<file path="src/rtl/cory_s2p_flex.sv">
// rtl/cory_s2p_flex.sv - serial-to-parallel packer, N-bit beats into N*R-bit words with flush and lane mask
// Optional build macro CORY_S2P_FLEX_MSB_FIRST_EN places the first beat in the most-significant lane.
module cory_s2p_flex #(
   parameter int N  = 8,
   parameter int R  = 4,
   parameter int Z  = N * R,
   parameter int BS = (R <= 2) ? 1 : $clog2(R)
) (
   input  logic          clk,
   input  logic          reset_n,
   input  logic          i_a_v,
   input  logic [N-1:0]  i_a_d,
   input  logic          i_a_l,
   output logic          o_a_r,
   output logic          o_z_v,
   output logic [Z-1:0]  o_z_d,
   output logic [R-1:0]  o_z_m,
   output logic [BS-1:0] o_z_s,
   input  logic          i_z_r
);

   logic [Z-1:0]  acc_q;
   logic [Z-1:0]  acc_nxt;
   logic [R-1:0]  msk_q;
   logic [R-1:0]  msk_nxt;
   logic [R-1:0]  lane_sel;
   logic [BS-1:0] cnt_q;
   logic          acc_a;
   logic          xfr_z;
   logic          last_lane;
   logic          comp;

   // Ready depends only on the output register, so the producer never sees a combinational loop.
   assign o_a_r     = !o_z_v | i_z_r;
   assign acc_a     = i_a_v & o_a_r;
   assign xfr_z     = o_z_v & i_z_r;
   assign last_lane = (cnt_q == BS'(R - 1));
   assign comp      = acc_a & (last_lane | i_a_l);

   always_comb begin
      lane_sel = '0;
      for (int k = 0; k < R; k++) begin
`ifdef CORY_S2P_FLEX_MSB_FIRST_EN
         lane_sel[R-1-k] = (cnt_q == BS'(k));
`else
         lane_sel[k] = (cnt_q == BS'(k));
`endif
      end
   end

   // Accumulator including the beat being accepted this cycle; this is what a completing word loads.
   always_comb begin
      acc_nxt = acc_q;
      msk_nxt = msk_q;
      if (acc_a) begin
         for (int k = 0; k < R; k++) begin
            if (lane_sel[k]) begin
               acc_nxt[k*N +: N] = i_a_d;
               msk_nxt[k]        = 1'b1;
            end
         end
      end
   end

   always_ff @(posedge clk or negedge reset_n) begin
      if (!reset_n) begin
         acc_q <= '0;
         msk_q <= '0;
         cnt_q <= '0;
      end else if (comp) begin
         acc_q <= '0;
         msk_q <= '0;
         cnt_q <= '0;
      end else if (acc_a) begin
         acc_q <= acc_nxt;
         msk_q <= msk_nxt;
         cnt_q <= cnt_q + BS'(1);
      end
   end

   // A completing beat wins over a transfer, so a drain and a reload on the same edge keep o_z_v high.
   always_ff @(posedge clk or negedge reset_n) begin
      if (!reset_n) begin
         o_z_v <= 1'b0;
         o_z_d <= '0;
         o_z_m <= '0;
         o_z_s <= '0;
      end else if (comp) begin
         o_z_v <= 1'b1;
         o_z_d <= acc_nxt;
         o_z_m <= msk_nxt;
         o_z_s <= cnt_q;
      end else if (xfr_z) begin
         o_z_v <= 1'b0;
      end
   end

endmodule

</file>
<file path="config.mk">
export PLATFORM = sky130hd
export DESIGN_NAME = cory_s2p_flex
export DESIGN_NICKNAME = d
export VERILOG_FILES = /design/src/rtl/cory_s2p_flex.sv
export SDC_FILE = /design/constraint.sdc
export NUM_CORES = 1
export LEC_CHECK = 0
export ABC_AREA = 1
export CAP_MARGIN = 20
export CORE_ASPECT_RATIO = 1.2
export CORE_MARGIN = 5
export CORE_UTILIZATION = 48
export CTS_CLUSTER_DIAMETER = 150
export DETAILED_ROUTE_END_ITERATION = 8
export GPL_ROUTABILITY_DRIVEN = 1
export PLACE_DENSITY = 0.69
export REMOVE_ABC_BUFFERS = 1
export SYNTH_ARGS = -nofsm -noshare
export SYNTH_HDL_FRONTEND = slang
export SYNTH_SLANG_ARGS = --single-unit
</file>
<file path="constraint.sdc">
create_clock -name clk -period 1.9 [get_ports clk]
set_input_delay 0.38 -clock clk [delete_from_list [all_inputs] [get_ports clk]]
set_output_delay 0.38 -clock clk [all_outputs]
set_load 0.05 [all_outputs]
</file>
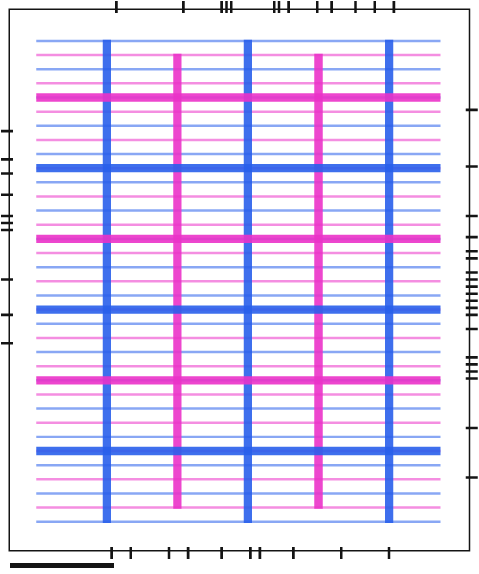
*Supply network*
Scale bar: 20 um. Pins as bars on the die edge.
- VSS: blue
- VDD: magenta
- signal pins: 53
- met1 rails: 35
- met4 straps: 5

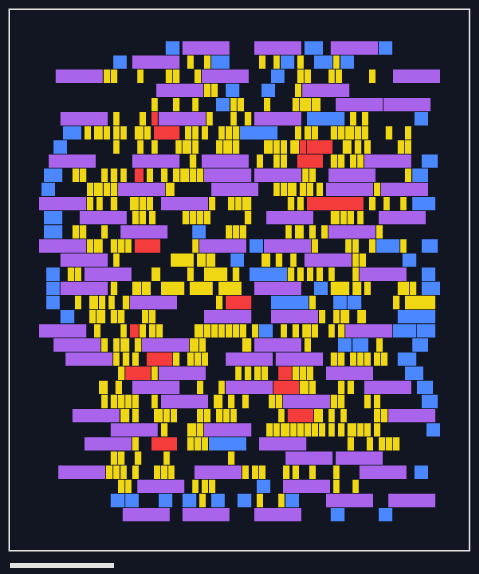
*Cell classes on the final placement*
Scale bar: 20 um.
- other buffers and delay cells: blue (cells 65; share of their area 15%)
- all other logic: yellow (cells 356; share of their area 35%)
- flip-flops: purple (cells 77; share of their area 46%)
- clock drivers and dummy loads: red (cells 16; share of their area 4.6%)

==> impl_metrics.yaml <==
# flow metrics
drt:
  detail_route.first_pass.iterations: 4
  antenna_left: 0
  via_density: 4.988
  route.vias.total: 3013
  route.final.wire_length_um: 8302
  post-route-drc-count: 0
  drt_iter0_drc: 170
  post_detailed_route_wirelength_per_cell_um: 13.75
layout:
  layout.nets: 527
  postLayoutCoreUtil_pct: 59.87
  syn_to_final_growth_pct: 22.12
  num_antenna_cells: 0
  final_cell_count_no_fill: 604
  layout.filler_cells: 697
  drive_gt1_share_pct: 12.65
  top_regs: "acc_q (32), o_z_d (32)"
  finalInstanceArea_um2: 4304
sta:
  hold_violations: 0
  finalClockSkew_ns: 0.01074
  hold_slack_ns: 0.01678
  unrepaired_setup_endpoints_after_global_routing: "no"
  final-setup-viol-count: 0
  fmax_mhz: 615.9
  slew_violations: 0
  finalSetupTns_ns: 0
  layout_worst_path_cycle_share_pct: 85.45
  timing.final.ws_setup_ns: 0.2764
  finalCriticalPeriod_ns: 1.624
  worst-slew-pin-transition_ns: 0.5567
  timing.max_slew.rel_slack_pct: 62.89
setup_path:
  critPathRequiredTime_ns: 2.15
  path_max_fanout: 20
  arrival_ns: 1.87
  highest_delay_cell_along_the_critical_path: "sky130_fd_sc_hd__dfrtp_1"
  crit_top_cell: "sky130_fd_sc_hd__nand2_1"
  cp_num_buf_inv: 3
  cpLargestDelayFamily: "buffers and inverters"
  worst_setup_path_end_kind: "register"
  critical_path_cell_count: 8
  critical_path.max_stage_delay_ns: 0.42
  start_kind: "register"
  crit_path_cell_trace: "ha_1, inv_2, nand2_1, nand3_2, buf_4, nand2_1, nand2_1, inv_1"
  ff2ff_path_depth: 8
  worstSetupPathType: "register to register"
power:
  clockNetworkPower_w: 0.00124
  internal_power_consumption_w: 0.003519
  power.share.switching_pct: 43.56
  power_per_cell_area_nw_per_um2: 1449
  post-layout-total-power_w: 0.006236
  net-switching-power_w: 0.002716
  power.combinational.total_w: 0.00267
  power-top-group: "combinational cells"
  share_clk_of_total_power_pct: 19.9
  peakVddDrop_mv: 0.6821
  leakagePower_nw: 2.398
  power_frac_seq_pct: 37.3
  seq_cell_power_w: 0.00232
clock_network:
  ctsHoldBuffers: 0
  cts_buffers: 9
  clock_path_buffers: 2
  post_cts_buffers: 0
  worst_skew_pair_latency_ns: 0.35
  clock_sink_count: 77
  cts.root.buffer_cell: "sky130_fd_sc_hd__clkbuf_8"
  cts_htree_levels: 3
  tritoncts_clock_tree: "done"
floorplanning:
  dieArea_um2: 9164
  chipWidth_um: 88.23
  core_um2: 7189
  die_y_um: 103.9
  initCoreUtil_pct: 49.03
  floorplan.io_pins: 53
  std_cell_rows: 34
logic_synthesis:
  synthCells: 453
  syn-cell-area_um2: 3525
  netlist-cell-type-count: 17
  ys_ff: 77
  yosys.cell_count.top_type: "sky130_fd_sc_hd__nand2_1"
  synth-main-ff-cell: "sky130_fd_sc_hd__dfrtp_1"
  synth_stat.cells: 453
  synthArstFlopShare_pct: 100.0
  post_synth_most_frequent_cells: "sky130_fd_sc_hd__nand2_1 (216), sky130_fd_sc_hd__dfrtp_1 (77), sky130_fd_sc_hd__nor2_1 (64)"
  synth-area-yosys_um2: 3525
  ys_seq_share_pct: 54.67
  edf_count: 0
  post_synth_main_area_contributors: "sky130_fd_sc_hd__dfrtp_1 (55%), sky130_fd_sc_hd__nand2_1 (23%), sky130_fd_sc_hd__nor2_1 (6.8%)"
  postSynthAreaPerCell_um2: 7.781
  synth.top_cell.area_share_pct: 54.67
  yosys_warnings: 0
global_route:
  vias_in_the_first_global_route: 3046
  gr-total-overflow: 0
  grt_pass1_wl_um: 14450
  largest_net_degree_at_the_start_of_global_routing: 43
  antenna_found_initial: 0
  grt_util_all_layers_pct: 19.88
place:
  place_hpwl_um: 5476
  post-place-ws_ns: 0.07030
  dpl_cell_area_um2: 4113
  port_buffer_cells: 52
  finalWeightedCongestion: 0.7657
  place_inst: 588
flow_run:
  warning_total_across_the_stage_logs: 29
  cap_viol_max_count: 0
run_status:
  status: "finished, final reports clean"
-- cells by family after synthesis --
logic type / synth area share, %
AND-OR/OR-AND: 5.573
adder cells (fa/ha/maj): 1.775
buffers and inverters: 6.532
flip-flops: 54.67
AND/OR/NAND/NOR: 31.45
-- area by class of cell --
type                    count  area, um^2  share of cell area [%]
inverters                  24       90.09                   2.093
repair buffers             65       614.3                   14.27
well taps                  90       112.6                   2.616
clock inverters             4       47.55                   1.105
clock buffers              12       145.1                   3.372
multi-input cells         332        1368                   31.77
flip-flops and latches     77        1927                   44.77
-- layer usage --
| layer | global-route usage [%] | vias to the layer above | wire length [um] |
|---|---|---|---|
| met5 | 0 | - | 0 |
| met4 | 7.775 | 0 | 172 |
| met3 | 4.041 | 13 | 514 |
| met2 | 31.23 | 94 | 4059 |
| met1 | 26.75 | 1413 | 3556 |
| li1 | - | 1493 | - |
-- worst paths after layout --
path                           from        end  slack [ns]
setup / recovery           cnt_q[1]   o_z_m[3]        0.28
hold / removal              reset_n  o_z_d[14]        0.02
setup reg to reg           cnt_q[1]   o_z_m[3]        0.28
hold reg to reg            msk_q[3]   msk_q[3]        0.48
max in group asynchronous   reset_n   acc_q[0]        1.28
min in group clk           msk_q[3]   msk_q[3]        0.48
-- placed cells by master, fill, tap and decap left out, drive strengths merged --
| master | count |
|---|---|
| a21oi | 33 |
| buf | 44 |
| bufinv | 1 |
| clkbuf | 12 |
| clkdlybuf4s50 | 11 |
| clkinv | 2 |
| clkinvlp | 1 |
| dfrtp | 77 |
| dlygate4sd2 | 7 |
| dlymetal6s2s | 3 |
| ha | 5 |
| inv | 24 |
| nand2 | 217 |
| nand3 | 8 |
| nor2 | 65 |
| o21ai | 4 |
-- timing repair --
item	4_1_cts	5_1_grt
resized	7	3
endpoints found under the setup margin	7	3
pin swaps	0	0
Power is estimated from default activity; no workload was simulated.
